## src/rtl/fetch_unit.sv

```systemverilog
// fetch_unit
//   Instruction fetch stage feeding decode. Holds the fetch PC, issues
//   word-aligned requests to instruction memory, buffers returned words in a
//   small FIFO and hands them to decode with a valid/ready handshake. A
//   redirect from decode flushes the FIFO and discards stale responses.
//
// Ports
//   clk, rst_n                      clock, async active-low reset
//   imem_req_valid/ready, imem_addr request channel to instruction memory
//   imem_rsp_valid, imem_rsp_data   in-order response channel
//   PCSrc, jump_target              redirect pulse and target from decode
//   Instruction, PC_next            FIFO head word and its PC + 4
//   instr_valid, instr_ready        decode handshake
//   misalign_err                    one-cycle pulse on a misaligned target
module fetch_unit #(
  parameter int                 INSTRW     = 32,
  parameter int                 PCWIDTH    = 32,
  parameter int                 FIFO_DEPTH = 2,
  parameter logic [PCWIDTH-1:0] RESET_PC   = '0
) (
  input  logic               clk,
  input  logic               rst_n,
  output logic               imem_req_valid,
  input  logic               imem_req_ready,
  output logic [PCWIDTH-1:0] imem_addr,
  input  logic               imem_rsp_valid,
  input  logic [INSTRW-1:0]  imem_rsp_data,
  input  logic               PCSrc,
  input  logic [PCWIDTH-1:0] jump_target,
  output logic [INSTRW-1:0]  Instruction,
  output logic [PCWIDTH-1:0] PC_next,
  output logic               instr_valid,
  input  logic               instr_ready,
  output logic               misalign_err
);

  localparam int PTRW = $clog2(FIFO_DEPTH);
  localparam int CNTW = $clog2(FIFO_DEPTH + 1);

  logic [PCWIDTH-1:0] fetch_pc_q, fetch_pc_d;
  logic [PCWIDTH-1:0] head_pc_q, head_pc_d;
  logic [PTRW-1:0]    rd_ptr_q, rd_ptr_d;
  logic [PTRW-1:0]    wr_ptr_q, wr_ptr_d;
  logic [CNTW-1:0]    count_q, count_d;
  logic [CNTW-1:0]    outst_q, outst_d;
  logic [CNTW-1:0]    drop_q, drop_d;
  logic               misalign_q, misalign_d;
  logic [INSTRW-1:0]  fifo_q [FIFO_DEPTH];

  logic [CNTW:0]      credit_used;
  logic               req_fire;
  logic               rsp_drop;
  logic               push;
  logic               pop;
  logic [PCWIDTH-1:0] target_aligned;

  // Credit rule: a request is only issued if its response is guaranteed a
  // FIFO slot, so the FIFO never needs backpressure on the response side.
  // rst_n gates the request so nothing is presented while held in reset.
  assign credit_used    = {1'b0, count_q} + {1'b0, outst_q};
  assign imem_req_valid = rst_n & ~PCSrc & (credit_used < (CNTW+1)'(FIFO_DEPTH));
  assign imem_addr      = fetch_pc_q;
  assign req_fire       = imem_req_valid & imem_req_ready;

  assign target_aligned = {jump_target[PCWIDTH-1:2], 2'b00};

  assign instr_valid  = (count_q != '0);
  assign Instruction  = instr_valid ? fifo_q[rd_ptr_q] : '0;
  assign PC_next      = head_pc_q + PCWIDTH'(4);
  assign misalign_err = misalign_q;

  // A redirect flushes the FIFO, so neither a push nor a pop in that cycle
  // may touch it.
  assign rsp_drop = (drop_q != '0);
  assign push     = imem_rsp_valid & ~rsp_drop & ~PCSrc;
  assign pop      = instr_valid & instr_ready & ~PCSrc;

  always_comb begin
    fetch_pc_d = fetch_pc_q;
    head_pc_d  = head_pc_q;
    rd_ptr_d   = rd_ptr_q;
    wr_ptr_d   = wr_ptr_q;
    count_d    = count_q;
    drop_d     = drop_q;
    misalign_d = 1'b0;
    outst_d    = outst_q + CNTW'(req_fire) - CNTW'(imem_rsp_valid);

    if (PCSrc) begin
      fetch_pc_d = target_aligned;
      head_pc_d  = target_aligned;
      rd_ptr_d   = '0;
      wr_ptr_d   = '0;
      count_d    = '0;
      // Everything still in flight is stale; a response landing this cycle
      // is already being thrown away, so it is not counted again.
      drop_d     = outst_q - CNTW'(imem_rsp_valid);
      misalign_d = |jump_target[1:0];
    end else begin
      if (req_fire) fetch_pc_d = fetch_pc_q + PCWIDTH'(4);
      if (imem_rsp_valid && rsp_drop) drop_d = drop_q - CNTW'(1);
      if (push) wr_ptr_d = wr_ptr_q + PTRW'(1);
      if (pop) begin
        rd_ptr_d  = rd_ptr_q + PTRW'(1);
        head_pc_d = head_pc_q + PCWIDTH'(4);
      end
      count_d = count_q + CNTW'(push) - CNTW'(pop);
    end
  end

  always_ff @(posedge clk or negedge rst_n) begin
    if (!rst_n) begin
      fetch_pc_q <= RESET_PC;
      head_pc_q  <= RESET_PC;
      rd_ptr_q   <= '0;
      wr_ptr_q   <= '0;
      count_q    <= '0;
      outst_q    <= '0;
      drop_q     <= '0;
      misalign_q <= 1'b0;
    end else begin
      fetch_pc_q <= fetch_pc_d;
      head_pc_q  <= head_pc_d;
      rd_ptr_q   <= rd_ptr_d;
      wr_ptr_q   <= wr_ptr_d;
      count_q    <= count_d;
      outst_q    <= outst_d;
      drop_q     <= drop_d;
      misalign_q <= misalign_d;
    end
  end

  // Storage needs no reset: the head is only observed while count_q != 0.
  always_ff @(posedge clk) begin
    if (push) fifo_q[wr_ptr_q] <= imem_rsp_data;
  end

endmodule
```

## config.mk

```make
export PLATFORM = sky130hd
export DESIGN_NAME = fetch_unit
export DESIGN_NICKNAME = d
export VERILOG_FILES = /design/src/rtl/fetch_unit.sv
export SDC_FILE = /design/constraint.sdc
export NUM_CORES = 1
export LEC_CHECK = 0
export CORE_MARGIN = 3
export CORE_UTILIZATION = 50
export CTS_CLUSTER_DIAMETER = 60
export DETAILED_ROUTE_END_ITERATION = 10
export PLACE_DENSITY_LB_ADDON = 0.05
export SYNTH_ARGS = -nofsm -noshare
export SYNTH_HDL_FRONTEND = slang
export SYNTH_SLANG_ARGS = --single-unit
```

## constraint.sdc

```tcl
create_clock -name clk -period 3.43 [get_ports clk]
set_input_delay 0.5145 -clock clk [delete_from_list [all_inputs] [get_ports clk]]
set_output_delay 0.5145 -clock clk [all_outputs]
set_load 0.03 [all_outputs]
```

**Track usage over the die**

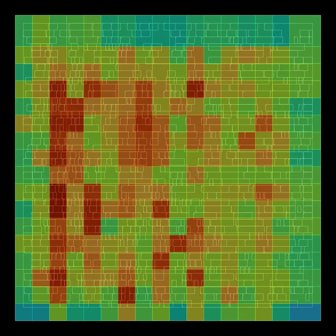
global-route met1 utilization: 33.10%
met3 demand-to-capacity share in global routing: 5.169%
met2 track demand over resource in global routing: 38.81%
post-detailed-route wirelength per cell: 18.23 microns
global route hottest layer: met2

**Sequential cells grouped by signal name**

Drawn at 4 px/micron. Other sequential cells in the stronger grey, the rest of the logic in the fainter grey.
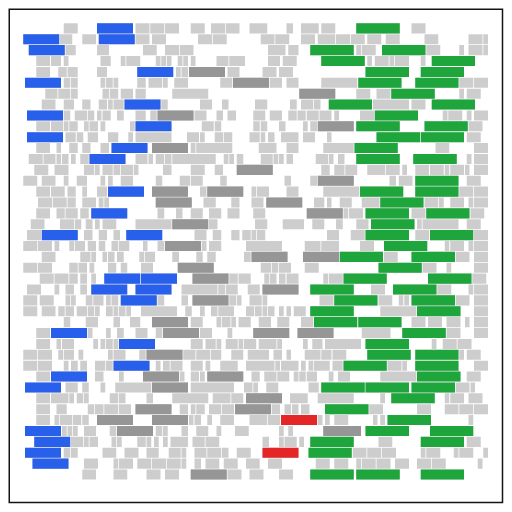
- drop_q: red (flops 2)
- imem_addr: blue (flops 30; where a column on the left)
- fifo_q: green (flops 64; where a column on the right)
- not coloured: 37
sequential cell area: 3650 sq um
sequential portion of the cell area: 39.57%
Final Core Density: 69.37%
power attributed to sequential cells: 2.07 mW

**Layout detail**

Region (80, 80) to (105, 105) microns. Cells in grey, sequential cells in the stronger grey; small squares are vias.
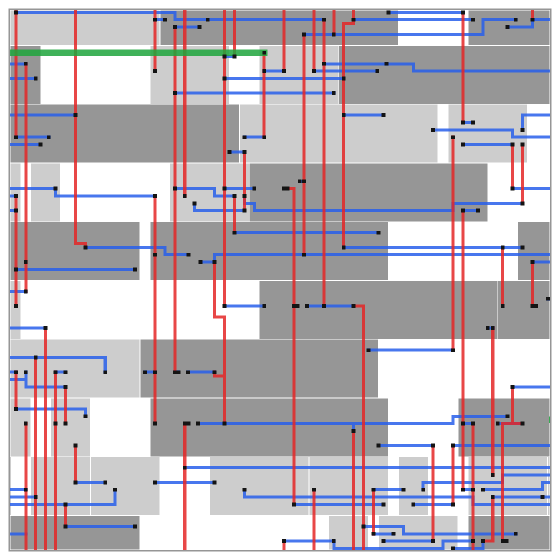
- M2: red
- M3: green
- M1: blue
- netlist names of flops here include: fifo_q (8), head_pc_q (2)
- sequential cells in the window: 10
- cells with their middle in the window: 28
- most frequent: edfxtp_1 (8), mux2i_1 (4), clkdlybuf4s50_1 (3)

**Gate families picked out**

Drawn at 2 px/micron.
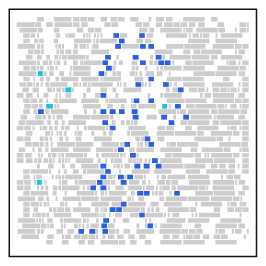
- xor and xnor cells: blue (cells 65)
- non-inverting ao/oa cells: cyan (cells 5)
Finished Layout Cells: 1,000
proportion of cell area occupied by multi-input gates: 32.41%
most frequent standard cell in the layout excluding fill and tap cells: sky130_fd_sc_hd__clkdlybuf4s50_1

**M1 wires**

Drawn at 2 px/micron.
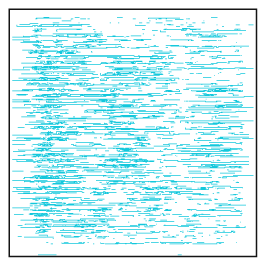
- share of all routed wire: 44%
- longest straight run: 40.5 microns
- nets with wire on the layer: 790
- wire length on this layer: 8,050 microns
- main direction: horizontal
Final Routed Wirelength: 18,230 microns
vias post-DR: 5,594

==> notes.md <==
Purpose: to document the outcome of synthesis and place and route.

Status
The run finished with clean final reports.

Layout
The class occupying the most area after layout is reported as registers. Per the final report, the share of cell area in clock cells is 5.969%. Summing all multi-input logic gate instances after layout gives around 3000 sq um. The count of inverters other than clock inverters in the layout is 15.

The final sequential cell count is about 130.

Flow run
The tool flagged a number of max-cap violations equal to 0. Across all stage logs, warnings added up to 26.

Yosys
The number of enable flip-flop cells is 64. The yosys synthesis warning count is 0. The mapped netlist covers 6835 sq um.

Global routing
The global-route wire length before repair is between 20,000 and 30,000 microns. Summed over all routing layers, the global router reports a total usage of between 20% and 30%. The number of antenna violations at the first check in global routing came to 0. The total overflow left after global routing is 0.

Setup path
The worst setup path is of the register to output pin kind. Looking at the reg2reg group, the worst path starts from count_q[0].

Floorplan
The core region is 13,300 sq um. For this design the top-level I/O count stands at around 170. The chip footprint is 15,110 sq um. The placement row count is roughly 42.

According to the floorplan report, the die width is approximately 120 microns.

Place
The detailed placement HPWL is between 10,000 and 15,000 microns.

Detailed routing
Once detail routing completed, the nets flagged for antenna violations numbered 0. The first-iteration detailed-routing DRC count is around 500. For this run, design rule violations remaining after detail routing come to 0.

Final timing
The number of max-slew violations in the final report is 0. The final timing report counts setup violations totalling 0. Setup repair after global routing left no endpoint under its margin.

Clock tree
The clock slew at the register clock pins of the worst setup and hold paths is roughly 0.06 ns. The H-tree generated during clock tree synthesis spans 4 levels. The clock latency at the later pin of the worst-skew pair is about 0.4 ns. The number of resized instances in the post-cts repair step is 0. After clock tree synthesis, the flow added hold-fix buffers numbering 0. The root buffer cell is sky130_fd_sc_hd__clkbuf_16.

Pwr
The total power is ~5.4 mW. The worst supply voltage drop on vdd is between 300 and 400 uV.
==> kinds of logic (layout without fill, tap and decap cells) <==
group | after synthesis | after routing | synth area share, %
mux | 35 | 35 | 5.162
flops | 133 | 133 | 53.38
simple gates | 262 | 262 | 19.29
buf+inv | 52 | 223 | 3.332
fa+ha+maj | 9 | 9 | 1.757
compound gates | 93 | 93 | 8.695
xor+xnor | 65 | 65 | 8.329
other cells | 1 | 4 | 0.05486
==> critical path, stage by stage (launching register included) <==
cell,delay [ns]
sky130_fd_sc_hd__dfrtp_1,0.44
sky130_fd_sc_hd__nand4_1,0.21
sky130_fd_sc_hd__or2_2,0.38
sky130_fd_sc_hd__nor2_1,0.22
sky130_fd_sc_hd__nand2_1,0.11
sky130_fd_sc_hd__xnor2_1,0.24
sky130_fd_sc_hd__clkdlybuf4s50_1,0.72
==> Yosys cell counts, types with 4 or more instances <==
cell type | number | area, sq um
sky130_fd_sc_hd__a21oi_1 | 4 | 20.02
sky130_fd_sc_hd__a31oi_1 | 5 | 31.28
sky130_fd_sc_hd__and2_1 | 7 | 43.79
sky130_fd_sc_hd__and3_1 | 9 | 56.30
sky130_fd_sc_hd__and4_1 | 8 | 70.07
sky130_fd_sc_hd__buf_2 | 8 | 40.04
sky130_fd_sc_hd__buf_4 | 4 | 30.03
sky130_fd_sc_hd__clkbuf_1 | 22 | 82.58
sky130_fd_sc_hd__dfrtp_1 | 69 | 1727
sky130_fd_sc_hd__edfxtp_1 | 64 | 1922
sky130_fd_sc_hd__ha_1 | 8 | 100.1
sky130_fd_sc_hd__inv_1 | 14 | 52.55
sky130_fd_sc_hd__mux2i_1 | 33 | 330.3
sky130_fd_sc_hd__nand2_1 | 69 | 259.0
sky130_fd_sc_hd__nand3_1 | 34 | 170.2
sky130_fd_sc_hd__nand4_1 | 24 | 150.1
sky130_fd_sc_hd__nor2_1 | 75 | 281.5
sky130_fd_sc_hd__nor3_1 | 9 | 45.04
sky130_fd_sc_hd__o211ai_1 | 13 | 97.59
sky130_fd_sc_hd__o21ai_0 | 39 | 195.2
sky130_fd_sc_hd__o21ai_1 | 6 | 30.03
sky130_fd_sc_hd__o311ai_0 | 12 | 105.1
sky130_fd_sc_hd__xnor2_1 | 37 | 324.1
sky130_fd_sc_hd__xor2_1 | 28 | 245.2
==> through the flow <==
step | hold WS (ns) | worst slack (ns) | cells
CTS | 0.3915 | 0.04915 | 1000
floorplan | 0.2189 | 0.2392 | 653
global route | 0.4092 | 0.02045 | 1000
global placement | 0.5082 | 0.5554 | 969
finish | 0.3986 | 0.1764 | 1000
detailed placement | 0.5170 | 0.4997 | 969
==> power by group <==
group / internal [mW] / total, mW / switching [mW]
registers: 1.86 / 2.07 / 0.203
clock network: 1.06 / 1.70 / 0.639
logic: 0.694 / 1.65 / 0.958
==> flip-flops by register name (all words and copies together), names as in the netlist <==
signal / count
rd_ptr_q: 1
fifo_q: 64
drop_q: 2
count_q: 2
outst_q: 2
wr_ptr_q: 1
misalign_err: 1
head_pc_q: 30
imem_addr: 30
==> routing by layer <==
metal / vias to the layer above / wire [microns]
li1: 2671 / -
met1: 2658 / 8052
met2: 226 / 8547
met3: 39 / 1098
met4: 0 / 532
met5: - / 0
Power and IR drop assume default switching activity.
